## src/rtl/mem_responder.sv

```systemverilog
// rtl/mem_responder.sv - wait-state memory responder with optional result mailbox
//
// Purpose: word-addressed 32-bit memory that accepts one read or write at a
// time, inserts WAIT_CYCLES wait states, then completes with a one-cycle
// Ready pulse. Optional result mailbox enabled by macro MEM_TRAP_EN.
//
// Parameters:
//   DEPTH       number of 32-bit words (power of two, 4..1024)
//   WAIT_CYCLES wait states before each response (0..15)
//   TRAP_ADDR   byte address of the result mailbox
//
// Ports:
//   clk        in   1  rising-edge clock
//   reset      in   1  asynchronous active-low reset
//   Adr        in  32  byte address of request
//   WriteData  in  32  store data
//   MemWrite   in   1  write request
//   MemRead    in   1  read request
//   ReadData   out 32  load data, valid while Ready=1 for a read
//   Ready      out  1  one-cycle completion pulse
//   Busy       out  1  high from acceptance through the Ready cycle
//   trap_valid out  1  mailbox written since reset (MEM_TRAP_EN only)
//   trap_data  out 32  last mailbox value (MEM_TRAP_EN only)

module mem_responder #(
  parameter int DEPTH       = 64,
  parameter int WAIT_CYCLES = 2,
  parameter int TRAP_ADDR   = 100
) (
  input  logic        clk,
  input  logic        reset,
  input  logic [31:0] Adr,
  input  logic [31:0] WriteData,
  input  logic        MemWrite,
  input  logic        MemRead,
  output logic [31:0] ReadData,
  output logic        Ready,
  output logic        Busy,
  output logic        trap_valid,
  output logic [31:0] trap_data
);

  localparam int         ADDR_W  = $clog2(DEPTH);
  localparam logic [3:0] WAIT_LD = 4'(WAIT_CYCLES);

  localparam logic [1:0] S_IDLE = 2'd0;
  localparam logic [1:0] S_WAIT = 2'd1;
  localparam logic [1:0] S_RESP = 2'd2;

  logic [1:0]  state_q, state_d;
  logic [3:0]  cnt_q, cnt_d;
  logic [31:0] adr_q, adr_d;
  logic [31:0] wdata_q, wdata_d;
  logic        is_write_q, is_write_d;
  logic [31:0] rdata_q, rdata_d;

  logic [31:0]       mem [DEPTH];
  logic [ADDR_W-1:0] idx;

  // Byte address wraps modulo DEPTH*4; the low two bits select nothing.
  assign idx = adr_q[ADDR_W+1:2];

  always_comb begin
    state_d    = state_q;
    cnt_d      = cnt_q;
    adr_d      = adr_q;
    wdata_d    = wdata_q;
    is_write_d = is_write_q;
    rdata_d    = rdata_q;
    case (state_q)
      S_IDLE: begin
        if (MemWrite || MemRead) begin
          adr_d      = Adr;
          wdata_d    = WriteData;
          // A simultaneous read is dropped in favour of the write.
          is_write_d = MemWrite;
          cnt_d      = WAIT_LD;
          state_d    = (WAIT_LD == 4'd0) ? S_RESP : S_WAIT;
        end
      end
      S_WAIT: begin
        // Counter holds the number of WAIT cycles still to spend, this one included.
        if (cnt_q <= 4'd1) begin
          cnt_d   = 4'd0;
          state_d = S_RESP;
        end else begin
          cnt_d = cnt_q - 4'd1;
        end
      end
      S_RESP: begin
        state_d = S_IDLE;
        // Latch the presented word so ReadData holds it after the pulse.
        if (!is_write_q) begin
          rdata_d = mem[idx];
        end
      end
      default: begin
        state_d = S_IDLE;
      end
    endcase
  end

  always_ff @(posedge clk or negedge reset) begin
    if (!reset) begin
      state_q    <= S_IDLE;
      cnt_q      <= 4'd0;
      adr_q      <= 32'd0;
      wdata_q    <= 32'd0;
      is_write_q <= 1'b0;
      rdata_q    <= 32'd0;
    end else begin
      state_q    <= state_d;
      cnt_q      <= cnt_d;
      adr_q      <= adr_d;
      wdata_q    <= wdata_d;
      is_write_q <= is_write_d;
      rdata_q    <= rdata_d;
    end
  end

  // Array is never cleared. Reset pins the FSM in IDLE, so a pending write
  // never reaches its RESP edge and is dropped.
  always_ff @(posedge clk) begin
    if (state_q == S_RESP && is_write_q) begin
      mem[idx] <= wdata_q;
    end
  end

  assign Ready    = (state_q == S_RESP);
  assign Busy     = (state_q != S_IDLE);
  assign ReadData = (state_q == S_RESP && !is_write_q) ? mem[idx] : rdata_q;

`ifdef MEM_TRAP_EN
  localparam logic [31:0] TRAP_WORD = 32'(TRAP_ADDR);

  logic        trap_valid_q;
  logic [31:0] trap_data_q;
  logic        trap_hit;
  logic        unused_trap_bits;

  assign trap_hit         = (adr_q[31:2] == TRAP_WORD[31:2]);
  assign unused_trap_bits = ^{adr_q[1:0], TRAP_WORD[1:0]};

  always_ff @(posedge clk or negedge reset) begin
    if (!reset) begin
      trap_valid_q <= 1'b0;
      trap_data_q  <= 32'd0;
    end else if (state_q == S_RESP && is_write_q && trap_hit) begin
      trap_valid_q <= 1'b1;
      trap_data_q  <= wdata_q;
    end
  end

  assign trap_valid = trap_valid_q;
  assign trap_data  = trap_data_q;
`else
  logic unused_adr_bits;

  assign unused_adr_bits = ^{adr_q[31:ADDR_W+2], adr_q[1:0]};
  assign trap_valid      = 1'b0;
  assign trap_data       = 32'd0;
`endif

endmodule

```

## config.mk

```make
export PLATFORM = sky130hd
export DESIGN_NAME = mem_responder
export DESIGN_NICKNAME = d
export VERILOG_FILES = /design/src/rtl/mem_responder.sv
export SDC_FILE = /design/constraint.sdc
export NUM_CORES = 2
export LEC_CHECK = 0
export CAP_MARGIN = 20
export CORE_AREA = 2 2 526 528
export CTS_BUF_LIST = sky130_fd_sc_hd__clkbuf_2 sky130_fd_sc_hd__clkbuf_4 sky130_fd_sc_hd__clkbuf_8
export DETAILED_ROUTE_END_ITERATION = 8
export DIE_AREA = 0 0 528 530
export PLACE_DENSITY_LB_ADDON = 0.1
export SETUP_SLACK_MARGIN = 0.02
export SYNTH_ARGS = -nofsm -noshare
export SYNTH_HDL_FRONTEND = slang
export SYNTH_SLANG_ARGS = --single-unit
```

## constraint.sdc

```tcl
create_clock -name clk -period 6.07 [get_ports clk]
set_input_delay 1.214 -clock clk [delete_from_list [all_inputs] [get_ports clk]]
set_output_delay 1.214 -clock clk [all_outputs]
set_load 0.01 [all_outputs]
```

==> images/m1.png <==
The bar under the picture is 200 µm long. Supply wires on this layer in gray.
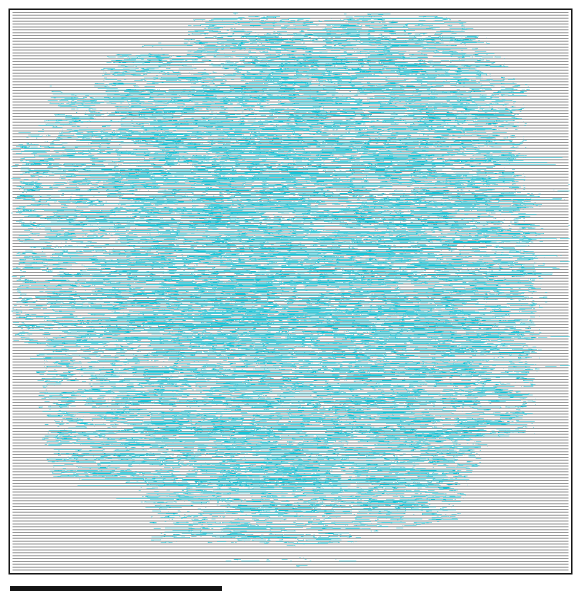
main direction	horizontal
wire length on this layer	144 mm

==> images/m2.png <==
Cells faint in the background.
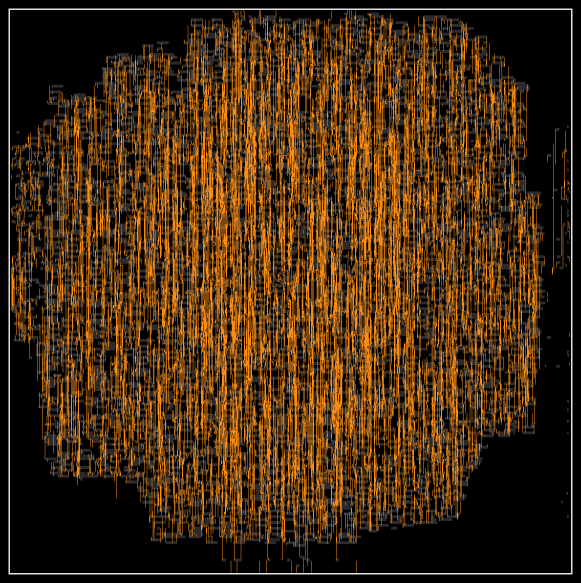
share of all routed wire	46%
nets with wire on the layer	4259

==> impl_metrics.yaml <==
# synthesis and place-and-route metrics
logic_synthesis:
  aoi_share_pct: 8.74
  synth_top_area_share_pct: 75.1
  synthFlopType: "edfxtp_1"
  synthArstFlopShare_pct: 3.62
  xor_area_share_pct: 0
  yosys_register_bits: 2125
  syn_avg_cell_area_um2: 18.4
  synth.comb.largest_family: "multiplexers"
  yosysCellCount: 4451
  ys_top_cells_by_area: "edfxtp_1 75%, mux4_2 4.2%, a221oi_1 2.8%"
  yosys.stat.seqShare_pct: 77.4
  ys_sh_adder_pct: 0.0306
  ys_sh_mux_pct: 8.76
  ys_sh_simple_pct: 2.65
  yosys.cell_types.count: 72
  yosysChipArea_um2: 81900
  syn-instance-count: 4451
finish:
  clk_share_pct: 7.63
  fin_nets: 5122
  fillers: 26000
  diodes: 7
  drive_above_1_share_pct: 29.2
  inverters: 8
  layout_top_cells: "2048 x edfxtp_1, 417 x clkbuf_8, 362 x buf_4"
  final_cell_area_um2: 98000
  layout_top_cell: "edfxtp_1"
  logic_gates: 2015
  final_util_pct: 35.7
  nNonClkBuffers: 509
pwr:
  swShare_pct: 37.6
  ir_drop_mv: 0.608
  pg_comb_mw: 18.2
  leakage_nw: 31.5
  power_leader: "sequential cells"
  p_switching_mw: 19.0
  pwr-share-comb_pct: 36.0
  cellInternalPower_mw: 31.5
  p_per_area_nw_per_um2: 515
  p_total_mw: 50.5
  clockPowerShare_pct: 26.6
  seqPwrFrac_pct: 37.5
  p_seq_mw: 18.9
worst_setup_path:
  critPathRequiredTime_ns: 4.86
  arrival_ns: 4.74
  critPathTopFamily: "AND-OR/OR-AND gates"
  worst-path-buf-inv: 3
  crit_chain: "buf_12 > buf_4 > nor2b_4 > a221oi_1 > o22a_1 > o211ai_1 > o32a_1 > clkdlybuf4s50_1"
  worstSetupEndpointType: "primary output"
  critPathMaxFanout: 8
  critPathMaxStageDelay_ns: 0.73
placed_design:
  place_ws_ns: 0.167
  place_inst: 8214
final_timing:
  period_minus_slack_ns: 5.95
  slew_headroom_pct: 23.1
  finalSetupViolations: 0
  hold_viol: 0
  drv_slew: 0
detailed_routing:
  wl_met3_mm: 22.4
  drc_errors: 0
  drtIter0Drc: 5521
  via_per_inst: 5.36
  wl_per_cell_um: 35.6
  antenna_left: 0
  first_pass_iters: 6
clocking:
  cts.clk_slew.worst_paths_ns: 0.06
  cts_tree: "built"
  clkLatencyLatePin_ns: 1.13
  h-tree-depth: 5
  cts_buffers: 393
  ctsLongestPathBuffers: 4
  cts_root_buf: "clkbuf_8"
job:
  drv_cap: 0
  tool_warnings: 55
global_routing:
  antenna_found_initial: 19
  use_met1_pct: 32.4
  grt_pass1_wl_mm: 429
  grt_pass1_vias: 47700
  grt_usage_pct: 22.5
  overflow: 0
  met3_usage_pct: 3.98
  busiest_layer: "met2"
floorplan:
  dieHeight_um: 530
  die-area_um2: 280000
  core_um2: 275000
  chipWidth_um: 528
  core_util_floorplan_pct: 29.8
  ios: 135
status:
  status: "finished clean"
==> images/m3.png <==
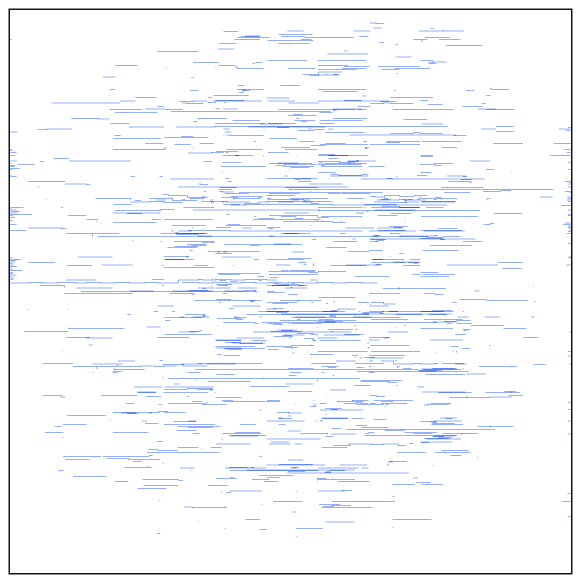
nets with wire on the layer	539
wire length on this layer	22.4 mm
longest straight run	311 µm
main direction	horizontal

==> images/m4.png <==
Supply wires on this layer in gray.
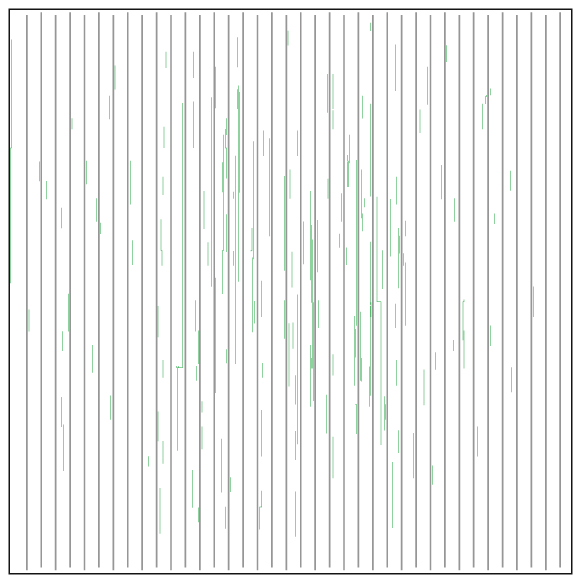
wire length on this layer	6610 µm
nets with wire on the layer	85

[sequential cells by signal (all words and copies together) (netlist names)]
register / cells
mem: 2048
state_q: 2
cnt_q: 4
is_write_q: 1
rdata_q: 32
adr_q: 6
wdata_q: 32
[worst paths after layout]
kind / cells past startpoint / startpoint / slack, ns / to
max: 8 / adr_q[3] / 0.12 / ReadData[20]
min: 1 / reset / 0.21 / wdata_q[26]
max reg2reg: 5 / state_q[0] / 1.62 / mem[60][14]
min reg2reg: 2 / wdata_q[29] / 0.48 / wdata_q[29]
max in group asynchronous: 2 / reset / 4.60 / rdata_q[22]
min in group clk: 2 / wdata_q[29] / 0.48 / wdata_q[29]
[timing repair]
item,4_1_cts,5_1_grt
pin swaps,12,2
gates resized,74,13
setup endpoints to repair,31,12
cloned,5,0
setup buffers,44,1
hold buffers,0,0
Power is estimated from default activity; no workload was simulated.
